--- src/rtl/vga_timing_gen.sv ---
// VGA raster timing generator: pixel clock enable at half the system clock,
// horizontal/vertical counters, registered sync/blank decode and line/frame
// start pulses. All outputs change together, on the edge that raises pixel_ce.
module vga_timing_gen #(
  parameter int unsigned H_VISIBLE = 640,
  parameter int unsigned H_FRONT   = 16,
  parameter int unsigned H_SYNC    = 96,
  parameter int unsigned H_BACK    = 48,
  parameter int unsigned V_VISIBLE = 480,
  parameter int unsigned V_FRONT   = 10,
  parameter int unsigned V_SYNC    = 2,
  parameter int unsigned V_BACK    = 33
) (
  input  logic       Clk,
  input  logic       Reset,
  output logic       pixel_ce,
  output logic [9:0] DrawX,
  output logic [9:0] DrawY,
  output logic       VGA_HS,
  output logic       VGA_VS,
  output logic       VGA_BLANK_N,
  output logic       VGA_SYNC_N,
  output logic       line_start,
  output logic       frame_start
);

  localparam int unsigned H_TOTAL = H_VISIBLE + H_FRONT + H_SYNC + H_BACK;
  localparam int unsigned V_TOTAL = V_VISIBLE + V_FRONT + V_SYNC + V_BACK;

  localparam logic [9:0] H_LAST   = 10'(H_TOTAL - 1);
  localparam logic [9:0] V_LAST   = 10'(V_TOTAL - 1);
  localparam logic [9:0] H_VIS    = 10'(H_VISIBLE);
  localparam logic [9:0] V_VIS    = 10'(V_VISIBLE);
  localparam logic [9:0] HS_FIRST = 10'(H_VISIBLE + H_FRONT);
  localparam logic [9:0] HS_LAST  = 10'(H_VISIBLE + H_FRONT + H_SYNC - 1);
  localparam logic [9:0] VS_FIRST = 10'(V_VISIBLE + V_FRONT);
  localparam logic [9:0] VS_LAST  = 10'(V_VISIBLE + V_FRONT + V_SYNC - 1);

  // h_cnt/v_cnt hold the position to be presented on the next pixel edge;
  // the output registers load from them, so the first edge after reset
  // presents (0,0) and every output is decoded from the same position.
  logic [9:0] h_cnt;
  logic [9:0] v_cnt;
  logic       started;
  logic       tick;
  logic       hs_active;
  logic       vs_active;
  logic       visible;

  assign VGA_SYNC_N = 1'b0;

  // A pixel edge is the one on which pixel_ce rises.
  assign tick = ~pixel_ce;

  // Combinational decode of the position about to be presented.
  always_comb begin
    hs_active = (h_cnt >= HS_FIRST) && (h_cnt <= HS_LAST);
    vs_active = (v_cnt >= VS_FIRST) && (v_cnt <= VS_LAST);
    visible   = (h_cnt < H_VIS) && (v_cnt < V_VIS);
  end

  // Pixel clock enable: toggles every cycle, first high right after reset.
  always_ff @(posedge Clk) begin
    if (Reset) pixel_ce <= 1'b0;
    else       pixel_ce <= ~pixel_ce;
  end

  // Position counters with explicit compare-and-wrap.
  always_ff @(posedge Clk) begin
    if (Reset) begin
      h_cnt <= '0;
      v_cnt <= '0;
    end else if (tick) begin
      if (h_cnt == H_LAST) begin
        h_cnt <= '0;
        v_cnt <= (v_cnt == V_LAST) ? '0 : v_cnt + 10'd1;
      end else begin
        h_cnt <= h_cnt + 10'd1;
      end
    end
  end

  // Registered outputs; pulses last one Clk since the following edge is never a pixel edge.
  always_ff @(posedge Clk) begin
    if (Reset) begin
      DrawX       <= '0;
      DrawY       <= '0;
      VGA_HS      <= 1'b1;
      VGA_VS      <= 1'b1;
      VGA_BLANK_N <= 1'b0;
      line_start  <= 1'b0;
      frame_start <= 1'b0;
      started     <= 1'b0;
    end else begin
      line_start  <= 1'b0;
      frame_start <= 1'b0;
      if (tick) begin
        DrawX       <= h_cnt;
        DrawY       <= v_cnt;
        VGA_HS      <= ~hs_active;
        VGA_VS      <= ~vs_active;
        VGA_BLANK_N <= visible;
        line_start  <= started && (h_cnt == '0);
        frame_start <= started && (h_cnt == '0) && (v_cnt == V_VIS);
        started     <= 1'b1;
      end
    end
  end

endmodule
--- config.mk ---
export PLATFORM = sky130hd
export DESIGN_NAME = vga_timing_gen
export DESIGN_NICKNAME = d
export VERILOG_FILES = /design/src/rtl/vga_timing_gen.sv
export SDC_FILE = /design/constraint.sdc
export NUM_CORES = 1
export LEC_CHECK = 0
export CELL_PAD_IN_SITES_DETAIL_PLACEMENT = 0
export CELL_PAD_IN_SITES_GLOBAL_PLACEMENT = 1
export CORE_MARGIN = 2
export CORE_UTILIZATION = 46
export CTS_BUF_LIST = sky130_fd_sc_hd__clkbuf_8
export DETAILED_ROUTE_END_ITERATION = 7
export PLACE_DENSITY_LB_ADDON = 0.25
export SYNTH_ARGS = -nofsm -noshare
export SYNTH_HDL_FRONTEND = slang
export SYNTH_SLANG_ARGS = --single-unit
--- constraint.sdc ---
create_clock -name Clk -period 3.2 [get_ports Clk]
set_input_delay 0.32 -clock Clk [delete_from_list [all_inputs] [get_ports Clk]]
set_output_delay 0.32 -clock Clk [all_outputs]
set_load 0.01 [all_outputs]
==> results_slide.txt, run 1 <==
Key Metrics from the Run

Layout
  – Nets: 255
  – Number of multi-input logic gates: 154
  – Sequential share of cell area: 0.380
  – Combinational share of cell area: 0.419
  – Clock Buffer Count: 7
  – Flop count: 47
  – Area growth syn-to-layout: 18.1%
  – Layout Utilization: 0.565
  – Post-Layout Cell Count: 301
  – Inverter count: 9
  – # fillers: 411
  – Most numerous logic cell after layout: dfxtp_1
  – Clock-cell share: 0.0404

STA
  – Actual slew at the worst max-slew pin: 0.552 ns
  – Final Worst Setup Slack: 1.15 ns
  – Maximum operating frequency: 488 MHz
  – Unrepaired setup endpoints after global routing: no
  – Minimum clock period: 2.05 ns
  – Final setup violation count: 0
  – Rel. slew slack: 0.627
  – Setup TNS: 0 ns

Critical path
  – WP buf/inv: 0
  – Crit path largest cell delay: 0.55 ns
  – WP depth: 5
  – CP arrival: 2.28 ns
  – Crit-path max FO: 7
  – R2r endpoint: v_cnt[8]$_SDFFE_PP0P_
  – Worst path slowest cell: or4_4
  – CP Class: reg -> reg

Global route
  – GRT Residual Overflow: 0
  – Met1 usage: 0.276
  – GR Layer Usage met3: 0.0464
  – Number of global-route vias before repair: 1446
  – Overall global routing resource usage: 0.186
  – Initial antenna violation count: 0

Run status
  – Status: finished, final reports clean

Logic synthesis
  – Adder share: 0.0298
  – Top non-seq family: simple AND/OR/NAND/NOR gates
  – AND-OR/OR-AND Cells, Area Fraction: 0.0519
  – Yosys top cell area share: 0.449
  – Mapped Nets: 234
  – Yosys warns: 0
  – Synth top cell by count: dfxtp_1
  – Largest area contributor in the netlist: dfxtp_1
  – Chip Area, Yosys: 0.00210 mm²
  – Yosys xor share: 0.0543
  – Mapped Avg Cell Area: 9.24 µm²
  – Syn Inst Count: 227
  – Number of enable flip-flop cells: 0

Die
  – Die area: 0.00512 mm²
  – FP Core Util: 0.478
  – Tap cells: 52
  – Die Wd: 71.5 µm
  – Ports: 29

Routing
  – Max Used Layer: met4
  – Via density: 5.34
  – DRT Pass-1 Iters: 4
  – Remaining DRCs: 0
  – Via count: 1608
  – Final WL: 4.52 mm
  – Final ANT Viol Nets: 0
  – Wirelength per Cell: 15.0 µm

Placement
  – GP Congestion: 0.824
  – Post-DP HPWL: 3.12 mm

Clock network
  – Insertion Delay late pin: 0.30 ns
  – Postcts setup bufs: 0
  – Hold_buf cts: 0
  – Maximum clock insertion buffer count: 2
  – Root buffer cell: clkbuf_8
  – CTS Sinks: 47
  – Post-CTS Resized: 0
  – H-tree depth: 2

Worst hold path
  – Hold Crit Class: reg -> reg
  – Hold EP: started$_SDFFE_PP0N_

Power and ir drop
  – Clock Power: 0.383 mW
  – Power Total: 1.05 mW
  – Seq. pwr: 0.600 mW
  – Psw: 0.234 mW
  – Pwr per Cell Area: 423 mW/mm²
  – Sequential Power Share: 0.572
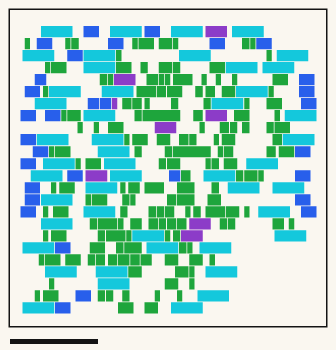
(run_1/cell_classes.png)
Bar = 20 µm.
color	class	cells	share of their area
cyan	flops	47	39%
blue	other buffers and delay cells	31	12%
green	all other logic	163	44%
purple	clock drivers and dummy loads	8	4.1%

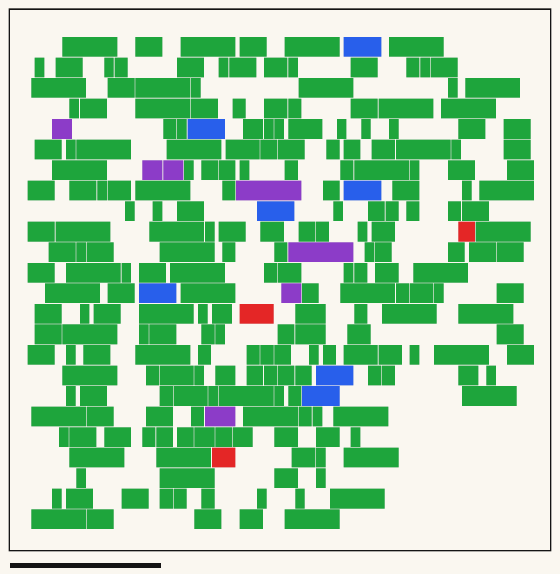
(run_1/drive_strength.png)
Bar = 20 µm.
color	size	cells	share
green	drive 1 or less	232	93%
red	drive 2	3	1.2%
purple	drive 3 to 4	7	2.8%
blue	drive 6 and up	7	2.8%

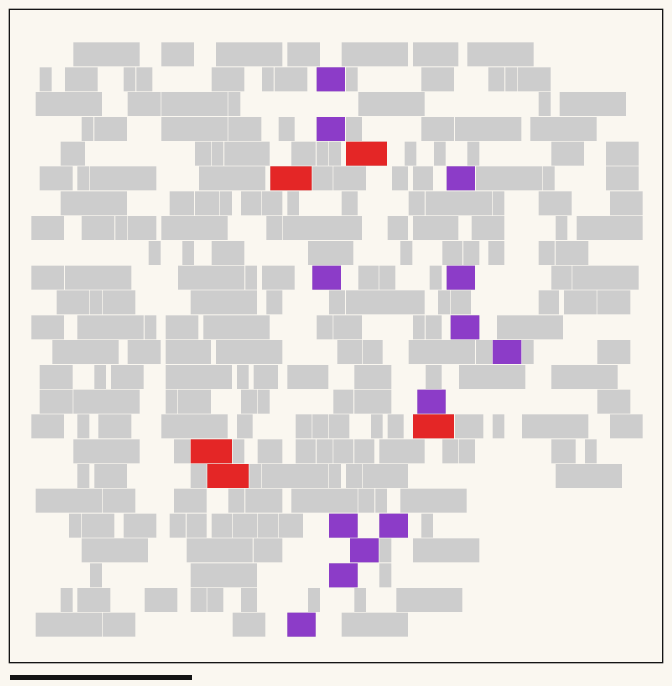
(run_1/gate_families.png)
Bar = 20 µm.
color	family	cells	most used
purple	XOR/XNOR gates	13	xnor2_1
red	adder and majority cells	5	ha_1

==> run_1/met1.png <==
Bar = 20 µm. Supply wires on this layer in gray.
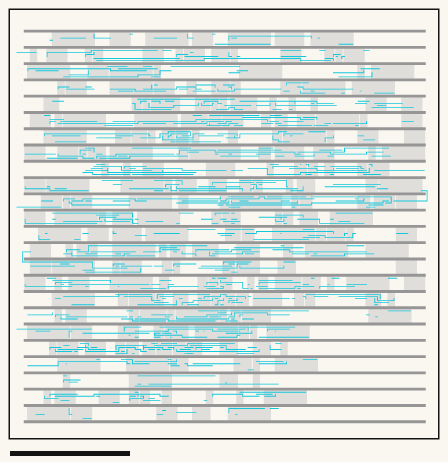

==> inputs of run 2 (changes only) <==
--- a/config.mk
+++ b/config.mk
@@ -8,7 +8,7 @@
 export CELL_PAD_IN_SITES_DETAIL_PLACEMENT = 0
 export CELL_PAD_IN_SITES_GLOBAL_PLACEMENT = 1
 export CORE_MARGIN = 2
-export CORE_UTILIZATION = 46
+export CORE_UTILIZATION = 39
 export CTS_BUF_LIST = sky130_fd_sc_hd__clkbuf_8
 export DETAILED_ROUTE_END_ITERATION = 7
 export PLACE_DENSITY_LB_ADDON = 0.25
==> constraint.sdc (replaced) <==
create_clock -name Clk -period 1.68 [get_ports Clk]
set_input_delay 0.168 -clock Clk [delete_from_list [all_inputs] [get_ports Clk]]
set_output_delay 0.168 -clock Clk [all_outputs]
set_load 0.01 [all_outputs]
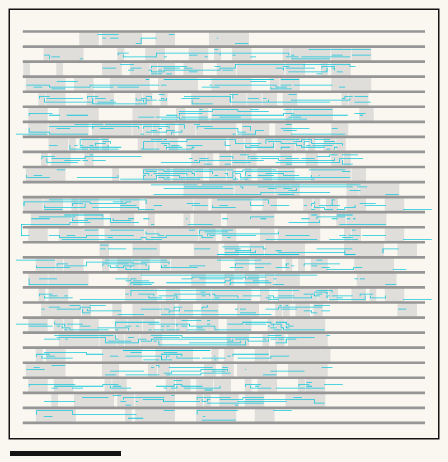
(run_2/met1.png)
Bar = 20 µm. Supply wires on this layer in gray.
wire length on this layer	2580 µm
main direction	horizontal
share of all routed wire	49%
longest straight run	31.7 µm

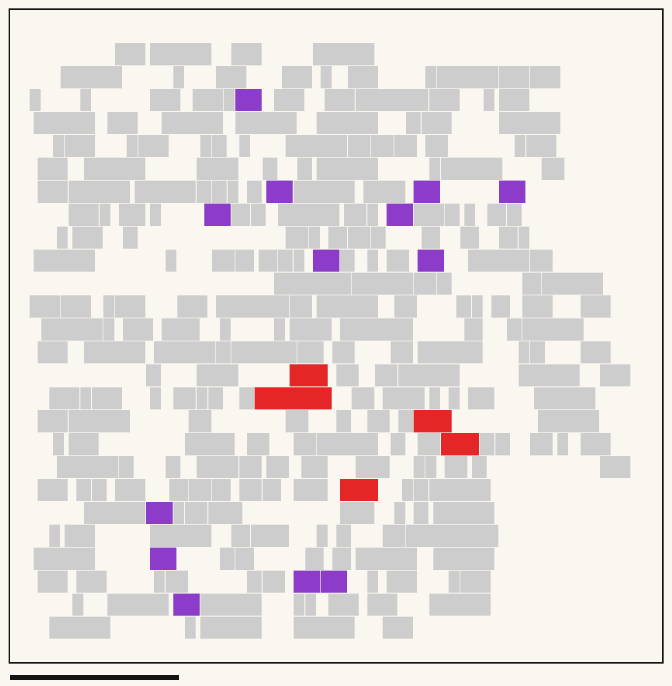
(run_2/gate_families.png)
Bar = 20 µm.
color	family	cells	most used
red	adder and majority cells	5	ha_1
purple	XOR/XNOR gates	13	xnor2_1

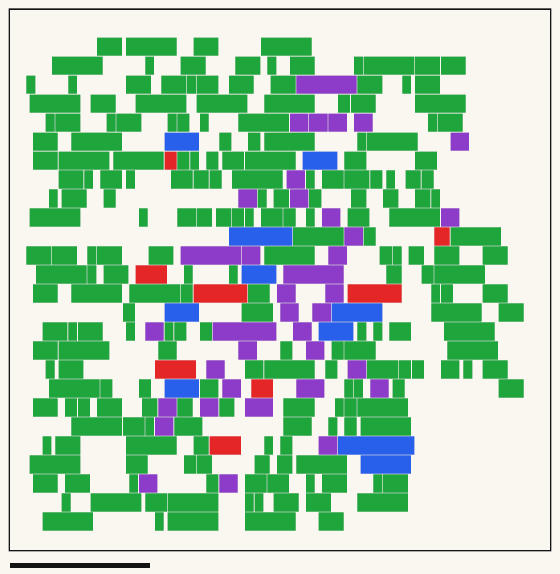
(run_2/drive_strength.png)
Bar = 20 µm.
color	size	cells	share
blue	drive 6 and up	10	3.6%
purple	drive 3 to 4	37	13%
green	drive 1 or less	224	80%
red	drive 2	8	2.9%

==> results_slide.txt, run 2 <==
Key Metrics from the Run

Logic synthesis
  – Mapped Nets: 234 (unchanged)
  – Synth top cell by count: dfxtp_1
  – AND-OR/OR-AND Cells, Area Fraction: 0.0519 (unchanged)
  – Number of enable flip-flop cells: 0 (unchanged)
  – Adder share: 0.0298 (unchanged)
  – Mapped Avg Cell Area: 9.24 µm² (unchanged)
  – Largest area contributor in the netlist: dfxtp_1
  – Top non-seq family: simple AND/OR/NAND/NOR gates
  – Yosys warns: 0 (unchanged)
  – Yosys top cell area share: 0.449 (unchanged)
  – Syn Inst Count: 227 (unchanged)
  – Chip Area, Yosys: 0.00210 mm² (unchanged)

Clock network
  – Insertion Delay late pin: 0.30 ns (about the same)
  – Root buffer cell: clkbuf_8
  – H-tree depth: 2 (unchanged)
  – Postcts setup bufs: 0 (unchanged)
  – Post-CTS Resized: 3 (+3)
  – Hold_buf cts: 0 (unchanged)

Global route
  – GRT Residual Overflow: 0 (unchanged)
  – Initial antenna violation count: 0 (unchanged)
  – Met1 usage: 0.259 (-0.0170)
  – Overall global routing resource usage: 0.186 (-0.000215)
  – GR Layer Usage met3: 0.0365 (-0.00994)

Critical path
  – Worst path slowest cell: or4_4
  – WP depth: 4 (-1)
  – CP arrival: 1.90 ns (-0.38 ns)
  – Crit-path max FO: 4 (-3)
  – Crit path largest cell delay: 0.49 ns (-0.06 ns)
  – R2r endpoint: v_cnt[8]$_SDFFE_PP0P_
  – WP buf/inv: 0 (unchanged)
  – CP Class: reg -> reg

Layout
  – # fillers: 520 (+27%)
  – Clock-cell share: 0.0417 (+0.00130)
  – Number of multi-input logic gates: 154 (unchanged)
  – Combinational share of cell area: 0.378 (-0.0407)
  – Clock Buffer Count: 6 (-1)
  – Flop count: 47 (unchanged)
  – Post-Layout Cell Count: 349 (+16%)
  – Sequential share of cell area: 0.336 (-0.0439)
  – Layout Utilization: 0.549 (-0.0164)
  – Area growth syn-to-layout: 34.5%
  – Most numerous logic cell after layout: dfxtp_1

Routing
  – Wirelength per Cell: 15.0 µm (+0.19%)
  – Final ANT Viol Nets: 0 (unchanged)
  – Final WL: 5.25 mm (+16%)
  – Via count: 1724 (+7.2%)
  – DRT Pass-1 Iters: 4 (unchanged)
  – Remaining DRCs: 0 (unchanged)
  – Max Used Layer: met4

Die
  – Tap cells: 70 (+35%)
  – Die area: 0.00598 mm² (+17%)
  – Die Wd: 77.3 µm (+8.1%)
  – FP Core Util: 0.408 (-0.0703)
  – Ports: 29 (unchanged)

STA
  – Setup TNS: 0 ns (unchanged)
  – Minimum clock period: 1.65 ns (-0.397 ns)
  – Final setup violation count: 0 (unchanged)
  – Unrepaired setup endpoints after global routing: yes
  – Final Worst Setup Slack: 0.0280 ns (-1.12 ns)

Power and ir drop
  – Sequential Power Share: 0.525 (-0.047)
  – Seq. pwr: 1.14 mW (+90%)
  – Psw: 0.486 mW (+110%)
  – Pwr per Cell Area: 773 mW/mm² (+83%)

Worst hold path
  – Hold Crit Class: reg -> reg
  – Hold EP: started$_SDFFE_PP0N_

Run status
  – Status: finished, final reports clean

Placement
  – Post-DP HPWL: 3.56 mm (+14%)
==> run_2/final_congestion.png <==
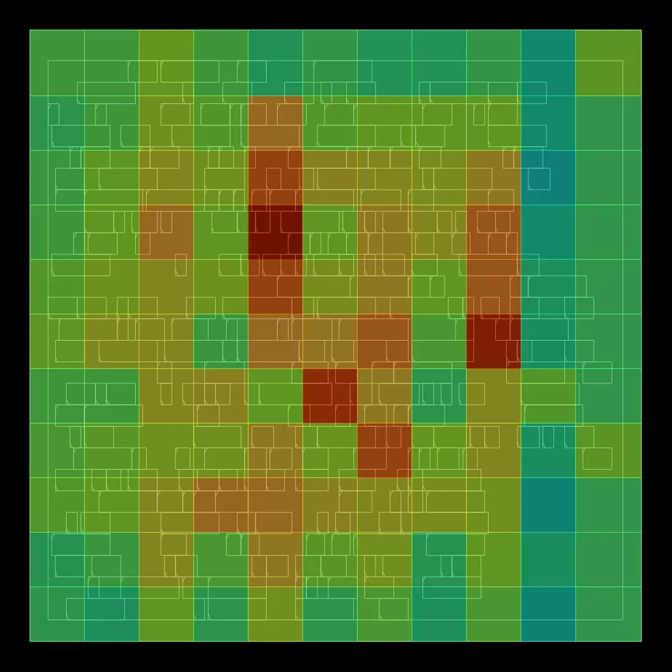

==> inputs of run 3 (changes only) <==
--- a/config.mk
+++ b/config.mk
@@ -5,6 +5,7 @@
 export SDC_FILE = /design/constraint.sdc
 export NUM_CORES = 1
 export LEC_CHECK = 0
+export CAP_MARGIN = 25
 export CELL_PAD_IN_SITES_DETAIL_PLACEMENT = 0
 export CELL_PAD_IN_SITES_GLOBAL_PLACEMENT = 1
 export CORE_MARGIN = 2
==> constraint.sdc (replaced) <==
create_clock -name Clk -period 1.68 [get_ports Clk]
set_input_delay 0.168 -clock Clk [delete_from_list [all_inputs] [get_ports Clk]]
set_output_delay 0.168 -clock Clk [all_outputs]
set_load 0.005 [all_outputs]
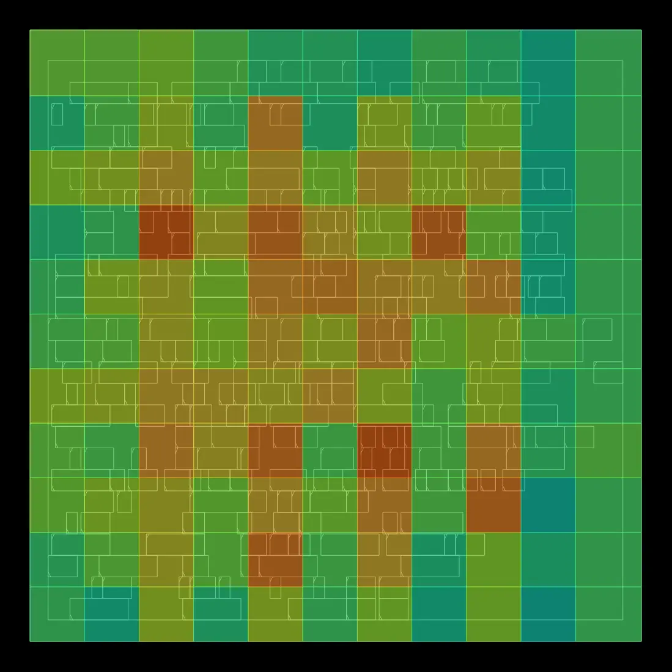
(run_3/final_congestion.png)
GR Layer Usage met3: 0.0306
global route hottest layer: met2
Wirelength per Cell: 13.9 µm

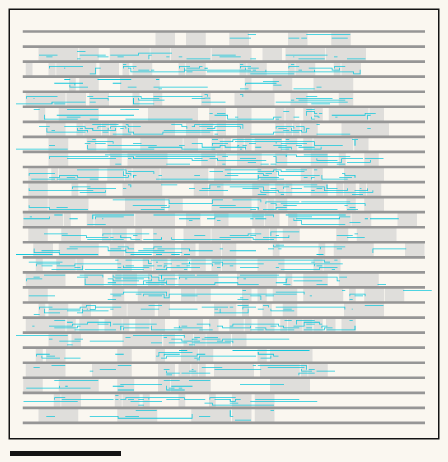
(run_3/met1.png)
Bar = 20 µm. Supply wires on this layer in gray.
wire length on this layer	2400 µm
nets with wire on the layer	256
share of all routed wire	50%

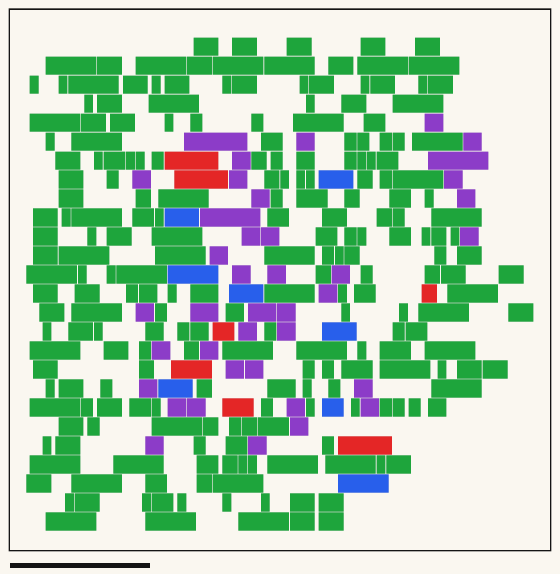
(run_3/drive_strength.png)
Bar = 20 µm.
color	size	cells	share
purple	drive 3 to 4	39	14%
red	drive 2	7	2.5%
green	drive 1 or less	225	81%
blue	drive 6 and up	8	2.9%

==> results_slide.txt, run 3 <==
Key Metrics from the Run

Layout
  – Layout Utilization: 0.539 (-0.00974)
  – Clock-cell share: 0.0334 (-0.00828)
  – # fillers: 513 (-1.3%)
  – Most numerous logic cell after layout: dfxtp_1
  – Layout cells sized above 1: 0.194
  – Combinational share of cell area: 0.383 (+0.00502)
  – Number of multi-input logic gates: 154 (unchanged)
  – Area growth syn-to-layout: 32.1%
  – Inverter count: 9
  – Post-Layout Cell Count: 349 (unchanged)
  – Clock Buffer Count: 5 (-1)
  – Sequential share of cell area: 0.341 (+0.00516)
  – Fin area: 0.00277 mm²
  – Most numerous logic cells after layout: 44 x dfxtp_1, 36 x nor2_1, 32 x buf_4, 27 x clkdlybuf4s50_1, 20 x mux2i_1
  – Flop count: 47 (unchanged)

Critical path
  – Crit path largest cell delay: 0.49 ns (about the same)
  – CP Class: reg -> reg
  – R2r endpoint: v_cnt[8]$_SDFFE_PP0P_
  – WP depth: 5 (+1)
  – CP arrival: 1.87 ns (-0.03 ns)
  – Worst path slowest cell: or4_4
  – WP buf/inv: 0 (unchanged)
  – Crit-path max FO: 4 (unchanged)

STA
  – Setup TNS: 0 ns (unchanged)
  – Final Worst Setup Slack: 0.0537 ns (+0.0257 ns)
  – Minimum clock period: 1.63 ns (-0.0257 ns)
  – Final setup violation count: 0 (unchanged)

Power and ir drop
  – Sequential Power Share: 0.574 (+0.049)
  – Psw: 0.487 mW (+0.12%)
  – Pwr per Cell Area: 718 mW/mm² (-7.1%)
  – Clock power share: 0.350
  – Seq. pwr: 1.14 mW (about the same)

Logic synthesis
  – Mapped Avg Cell Area: 9.24 µm² (unchanged)
  – Synth top cell by count: dfxtp_1
  – Yosys top cell area share: 0.449 (unchanged)
  – Number of enable flip-flop cells: 0 (unchanged)
  – Top non-seq family: simple AND/OR/NAND/NOR gates
  – Syn Inst Count: 227 (unchanged)
  – Yosys xor share: 0.0543
  – Adder share: 0.0298 (unchanged)
  – Chip Area, Yosys: 0.00210 mm² (unchanged)
  – Top cells by area: dfxtp_1 45%, mux2i_1 9.5%, nor2_1 6.4%, xnor2_1 4.6%, nor3_1 3.3%
  – Mapped Nets: 234 (unchanged)
  – Largest area contributor in the netlist: dfxtp_1
  – AND-OR/OR-AND Cells, Area Fraction: 0.0519 (unchanged)
  – Yosys warns: 0 (unchanged)

Routing
  – Remaining DRCs: 0 (unchanged)
  – Wire length on met3: 200 µm
  – Via count: 1767 (+2.5%)
  – Final ANT Viol Nets: 0 (unchanged)
  – DRT Pass-1 Iters: 4 (unchanged)
  – Final WL: 4.84 mm (-7.8%)

Clock network
  – H-tree depth: 2 (unchanged)
  – Hold_buf cts: 0 (unchanged)
  – Root buffer cell: clkbuf_8
  – Clock transition at path regs: 0.09 ns
  – CTS Buf Count: 5
  – Postcts setup bufs: 0 (unchanged)
  – Post-CTS Resized: 2 (-1)
  – Insertion Delay late pin: 0.30 ns (about the same)

Global route
  – Initial antenna violation count: 0 (unchanged)
  – GRT Residual Overflow: 0 (unchanged)
  – Met1 usage: 0.235 (-0.0243)
  – Overall global routing resource usage: 0.171 (-0.0150)

Placement
  – Post-DP HPWL: 3.50 mm (-1.7%)
  – Post-Place Setup Slack: -0.0305 ns

Die
  – Ports: 29 (unchanged)
  – # rows: 26
  – Die area: 0.00598 mm² (unchanged)
  – Tap cells: 70 (unchanged)
  – Die Wd: 77.3 µm (unchanged)

Worst hold path
  – Hold EP: line_start$_SDFF_PP0_
  – Hold Crit Class: reg -> reg

Run status
  – Status: finished, final reports clean

Flow run
  – Max_cap viols: 0
No activity file was given, so power comes from the tool's default toggle rates.
